## src/rtl/param_pipe_reg_pkg.sv

```systemverilog
// Shared types and helpers for the elastic pipeline register and its slices.
package param_pipe_reg_pkg;

  // Occupancy counter width for a chain holding up to 2*depth words.
  function automatic int cw_of(input int depth);
    return $clog2(2 * depth + 1);
  endfunction

  typedef struct packed {
    logic mv;
    logic sv;
  } slice_state_t;

endpackage

```

## src/rtl/param_pipe_slice.sv

```systemverilog
// One skid-buffer slice: registered ready, main register drives the output,
// skid register absorbs the word that arrives while main is stalled.
module param_pipe_slice
  import param_pipe_reg_pkg::*;
#(
  parameter int W = 8
) (
  input  logic         clk,
  input  logic         reset,
  input  logic         flush,
  input  logic         s_valid,
  output logic         s_ready,
  input  logic [W-1:0] s_data,
  output logic         m_valid,
  input  logic         m_ready,
  output logic [W-1:0] m_data
);

  slice_state_t st;
  logic [W-1:0] md;
  logic [W-1:0] sd;
  logic         in_x;
  logic         out_x;

  assign s_ready = !st.sv && !flush;
  assign m_valid = st.mv && !flush;
  assign m_data  = md;
  assign in_x    = s_valid && s_ready;
  assign out_x   = m_valid && m_ready;

  always_ff @(posedge clk) begin
    if (reset) begin
      st <= '0;
      md <= '0;
      sd <= '0;
    end else if (flush) begin
      st <= '0;
    end else if (out_x) begin
      if (st.sv) begin
        md    <= sd;
        st.sv <= 1'b0;
      end else if (in_x) begin
        md <= s_data;
      end else begin
        st.mv <= 1'b0;
      end
    end else if (in_x) begin
      if (!st.mv) begin
        md    <= s_data;
        st.mv <= 1'b1;
      end else begin
        sd    <= s_data;
        st.sv <= 1'b1;
      end
    end
  end

endmodule

```

## src/rtl/param_pipe_reg.sv

```systemverilog
// Elastic pipeline register: DEPTH chained skid slices with an occupancy count.
// Optional synchronous flush port enabled by defining PARAM_PIPE_REG_FLUSH_EN.
module param_pipe_reg
  import param_pipe_reg_pkg::*;
#(
  parameter  int W     = 8,
  parameter  int DEPTH = 2,
  localparam int CW    = cw_of(DEPTH)
) (
  input  logic          clk,
  input  logic          reset,
  input  logic          s_valid,
  output logic          s_ready,
  input  logic [W-1:0]  s_data,
  output logic          m_valid,
  input  logic          m_ready,
  output logic [W-1:0]  m_data,
`ifdef PARAM_PIPE_REG_FLUSH_EN
  input  logic          flush,
`endif
  output logic [CW-1:0] count
);

`ifndef PARAM_PIPE_REG_FLUSH_EN
  logic flush;
  assign flush = 1'b0;
`endif

  logic         v [DEPTH+1];
  logic         r [DEPTH+1];
  logic [W-1:0] d [DEPTH+1];
  logic         in_x;
  logic         out_x;

  assign v[0]     = s_valid;
  assign d[0]     = s_data;
  assign s_ready  = r[0];
  assign m_valid  = v[DEPTH];
  assign m_data   = d[DEPTH];
  assign r[DEPTH] = m_ready;

  for (genvar k = 0; k < DEPTH; k++) begin : g_slice
    param_pipe_slice #(.W(W)) u_slice (
      .clk    (clk),
      .reset  (reset),
      .flush  (flush),
      .s_valid(v[k]),
      .s_ready(r[k]),
      .s_data (d[k]),
      .m_valid(v[k+1]),
      .m_ready(r[k+1]),
      .m_data (d[k+1])
    );
  end

  assign in_x  = s_valid && s_ready;
  assign out_x = m_valid && m_ready;

  // Occupancy tracks boundary transfers only; internal hops do not change it.
  always_ff @(posedge clk) begin
    if (reset || flush) begin
      count <= '0;
    end else begin
      case ({in_x, out_x})
        2'b10:   count <= count + CW'(1);
        2'b01:   count <= count - CW'(1);
        default: count <= count;
      endcase
    end
  end

endmodule

```

## config.mk

```make
export PLATFORM = sky130hd
export DESIGN_NAME = param_pipe_reg
export DESIGN_NICKNAME = d
export VERILOG_FILES = /design/src/rtl/param_pipe_reg_pkg.sv /design/src/rtl/param_pipe_slice.sv /design/src/rtl/param_pipe_reg.sv
export SDC_FILE = /design/constraint.sdc
export NUM_CORES = 1
export LEC_CHECK = 0
export ABC_CLOCK_PERIOD_IN_PS = 3610
export CORE_MARGIN = 4
export CORE_UTILIZATION = 57
export DETAILED_ROUTE_END_ITERATION = 8
export PLACE_DENSITY = 0.8
export SLEW_MARGIN = 20
export SYNTH_ARGS = -nofsm -noshare
export SYNTH_HDL_FRONTEND = slang
export SYNTH_SLANG_ARGS = --single-unit
```

## constraint.sdc

```tcl
create_clock -name clk -period 3.61 [get_ports clk]
set_input_delay 0.722 -clock clk [delete_from_list [all_inputs] [get_ports clk]]
set_output_delay 0.722 -clock clk [all_outputs]
set_load 0.05 [all_outputs]
```

==> qor.yml, run 1 <==
worst_hold_path:
  min_delay_path_depth: 2
  min_path_type: "register to register"
logic_synthesis:
  ys_area_um2: 1800
  yosys-top-cells-count: "dfxtp_1 (39), nand2_1 (23), inv_1 (19)"
  synthAdderAreaFrac_pct: 1.11
  syn_avg_cell_area_um2: 9.37
  yosysUniqueCellTypes: 33
  area_leaders: "dfxtp_1 (43%), o32ai_1 (7.8%), a211oi_1 (7.1%)"
  synthCells: 192
  ys_cells: 192
  flop_cell: "dfxtp_1"
  yosys-mux-area-fraction_pct: 6.19
outcome:
  outcome: "complete, no violations"
final_timing:
  max-slew-margin-rel_pct: 45.6
  setup_tns_ns: 0
  worstMarginPinSlew_ns: 0.813
  rsz0062_at_grt: "no"
  finalCritPeriodShare_pct: 68.1
layout:
  fin_nets: 215
  instances_no_fill: 247
worst_setup_path:
  worstSetupStartpoint: "g_slice[1].u_slice.st[1]$_SDFFE_PP0P_"
  crit_end: "m_valid"
  path_depth: 1
  crit_type: "register to primary output"
  ff2ff_path_depth: 6
power_and_ir_drop:
  power.density_nw_per_um2: 426
  internal-power_uw: 592
  p_sw_uw: 257
  powerComb_uw: 162
  pg_seq_uw: 474
job:
  warnings: 26
global_route:
  grtUsageMet3_pct: 4.39
  antenna_found_initial: 0
  globalRouteMet2Util_pct: 28.3
placement:
  dp.cells: 239
  gp_congestion: 0.799
floorplan:
  num_rows: 20
detailed_routing:
  drt_iter0_markers: 64
clocking:
  cts_made_buffers: 5
[run 1: layout make-up]
cell class                 instances  area, um^2
fill                             253        1040
multi-input combinational        112         785
sequential                        39         781
timing repair buffer              25         248
inverter                          19        71.3
tap                               44        55.1
clock buffer                       5        37.5
clock inverter                     3        15.0
[run 1: metrics by stage]
stage	area (um^2)	setup slack (ns)
4_1_cts	1990	1.14
6_report	1990	1.15
2_1_floorplan	1800	1.67
3_5_place_dp	1940	0.909
5_1_grt	1990	1.06
3_3_place_gp	1940	1.02
[run 1: state kept, by name, indices dropped and copies added (netlist names)]
register / cells
g_slice.u_slice.m_data: 16
g_slice.u_slice.sd: 16
g_slice.u_slice.st: 4
count: 3
run_1/flops_by_reg.png
Other sequential cells in the stronger grey, the rest of the logic in the fainter grey.
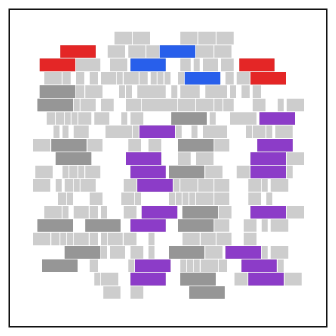
Key: g_slice.u_slice.st = red [sequential cells 4]; g_slice.u_slice.m_data = purple [sequential cells 16]; count = blue [sequential cells 3]
Another 16 sequential cells are not coloured.

run_1/io_placement.png
Pins as bars across the die edge, other pins in grey.
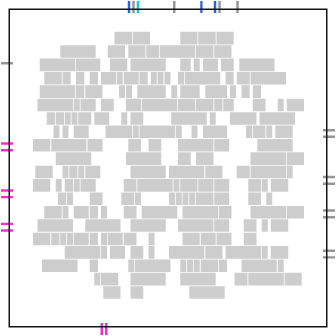
Key: s_valid = cyan [pins 1, direction input, edge top]; s_data = magenta [pins 8, direction input, edge 6 left, 2 bottom]; count = blue [pins 3, direction output, edge top]
All pins by edge: 8 top, 8 right, 7 left, 2 bottom.

run_1/clk_routes.png
Bar = 20 um.
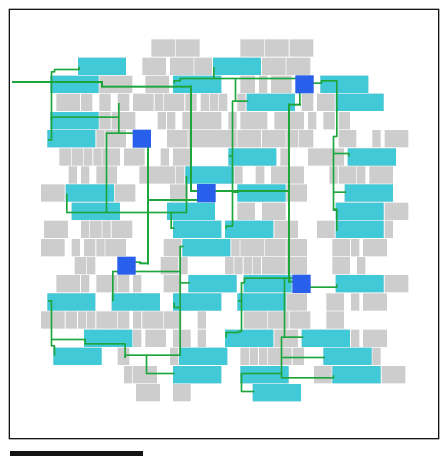
Key: clock drivers = blue [count 5]; flip-flops = cyan [count 39]; clock wires = green [length 424 um]
There are 6 routed clock nets.

==> run 1 -> run 2 <==
ABC_CLOCK_PERIOD_IN_PS = 2200   (was 3610)
CORE_UTILIZATION = 48   (was 57)
PLACE_DENSITY = 0.71   (was 0.8)
clock period = 2.2 ns   (was 3.61 ns; I/O delays follow)
run_2/wires.png
Bar = 20 um.
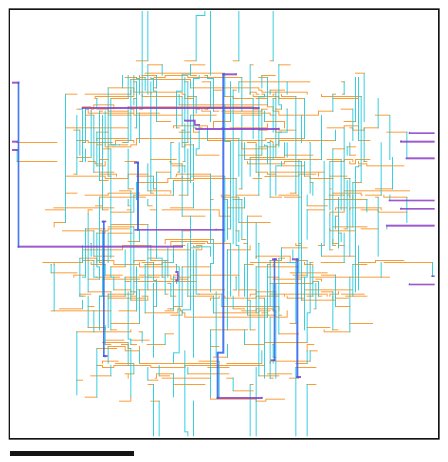
Key: metal 1 = orange [wire length 1560 um]; metal 3 = purple [wire length 138 um]; metal 4 = blue [wire length 148 um]; metal 2 = cyan [wire length 1790 um]

run_2/io_placement.png
Pins as bars across the die edge, other pins in grey.
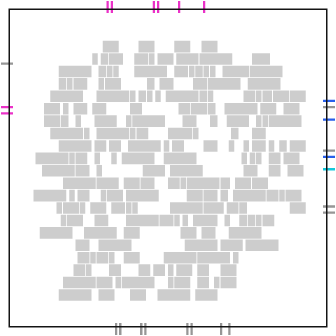
Key: s_data = magenta [pins 8, direction input, edge 6 top, 2 left]; count = blue [pins 3, direction output, edge right]; s_valid = cyan [pins 1, direction input, edge right]
All pins by edge: 8 right, 8 bottom, 6 top, 3 left.

==> qor.yml, run 2 <==
worst_setup_path:
  worstSetupStartpoint: "g_slice[1].u_slice.st[1]$_SDFFE_PP0P_"
  path_depth: 1  # unchanged
  crit_path_end_kind: "primary output"
  cp.arrival_ns: 1.62
  crit_path_max_incr_delay_ns: 0.86
  worst_setup_path_start_kind: "register"
  crit_type: "register to primary output"
  ff2ff_path_depth: 6  # unchanged
  crit_end: "m_valid"
final_timing:
  setup_tns_ns: 0  # unchanged
  max-slew-margin-rel_pct: 66.7  # +21 points
  fin_ws_ns: 0.142  # -1.01 ns
  final_hold_viol_count: 0
  finalSetupViolations: 0
  worstMarginPinSlew_ns: 0.498  # -0.314 ns
  finalCritPeriodShare_pct: 93.6
  rsz0062_at_grt: "no"
logic_synthesis:
  flop_cell: "dfxtp_1"
  ys_cells: 192  # unchanged
  synth_warnings: 0
  syn_avg_cell_area_um2: 9.37  # unchanged
  yosys-mux-area-fraction_pct: 6.19  # unchanged
  yosysUniqueCellTypes: 33  # unchanged
  yosys-top-cells-count: "dfxtp_1 (39), nand2_1 (23), inv_1 (19)"
  area_leaders: "dfxtp_1 (43%), o32ai_1 (7.8%), a211oi_1 (7.1%)"
  xor_share_pct: 0.904
  synth_nets: 205
  synthAdderAreaFrac_pct: 1.11  # unchanged
  synthCells: 192  # unchanged
  ys_area_um2: 1800  # unchanged
worst_hold_path:
  hp-start: "g_slice[1].u_slice.m_data[3]$_SDFFE_PP0P_"
  min_path_type: "register to register"
  whs_endpoint: "g_slice[1].u_slice.m_data[3]$_SDFFE_PP0P_"
  min_delay_path_depth: 2  # unchanged
power_and_ir_drop:
  power.density_nw_per_um2: 728  # +71%
  p_seq_share_pct: 52.5
  p_sw_uw: 416  # +62%
  internal-power_mw: 1.07  # +80%
clocking:
  cts_resized: 0
  cts_tree: "yes"
  cts_max_level: 2
  cts_hold_buffers: 0
detailed_routing:
  via_per_inst: 5.51
  wl_per_cell_um: 14.5
  antenna_left: 0
  drt_iter0_markers: 86  # +34%
global_route:
  antenna_found_initial: 0  # unchanged
  grt_overflow_total: 0
  grtUsageMet3_pct: 3.62  # -0.77 points
  globalRouteMet2Util_pct: 27.1  # -1.1 points
placement:
  dp.cells: 244  # +2.1%
  placed_area_um2: 1960  # +1.3%
  dpl.hpwl_mm: 2.58
  gp_congestion: 0.762  # -4.7%
  pre_cts_ws_ns: 0.0770  # -0.831 ns
layout:
  seq_area_um2: 781  # unchanged
  instances_no_fill: 250  # +1.2%
  fill_cells: 335  # +32%
  comb_area_um2: 785  # unchanged
  fin_area_um2: 2040  # +2.3%
  fin_nets: 218  # +1.4%
  utilization_pct: 58.7
outcome:
  outcome: "complete, no violations"
floorplan:
  fp.dieArea_um2: 4790
  num_rows: 21  # +5.0%
job:
  warnings: 26  # unchanged
run_2/clocks.png
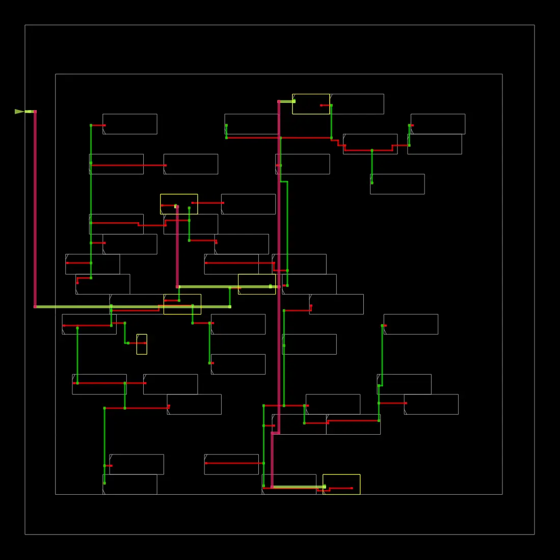
clk ins delay skew pair: 0.29 ns
Inserted Clock Buffers: 5
skew final: 0.00584 ns
clk sinks: 39
Flops: 39

run 2: power groups by stage:
stage	logic [mW]	registers (mW)	clock network, mW
6_report	0.272	0.779	0.432
5_1_grt	0.292	0.784	0.487
4_1_cts	0.274	0.779	0.448
3_5_place_dp	0.273	0.795	0
3_3_place_gp	0.266	0.792	0
2_1_floorplan	0.189	0.808	0
run 2: area by class of cell:
type,count,area share (%)
Tap cell,46,2.83
Timing Repair Buffer,28,13.3
Inverter,19,3.50
Clock buffer,6,3.56
Multi-Input combinational cell,112,38.5
Sequential cell,39,38.3
run 2: layer usage:
metal	routed length, um	vias to the layer above
met5	0	-
met1	1560	638
met4	147	0
li1	-	695
met3	138	13
met2	1790	32
Power is estimated from default activity; no workload was simulated.
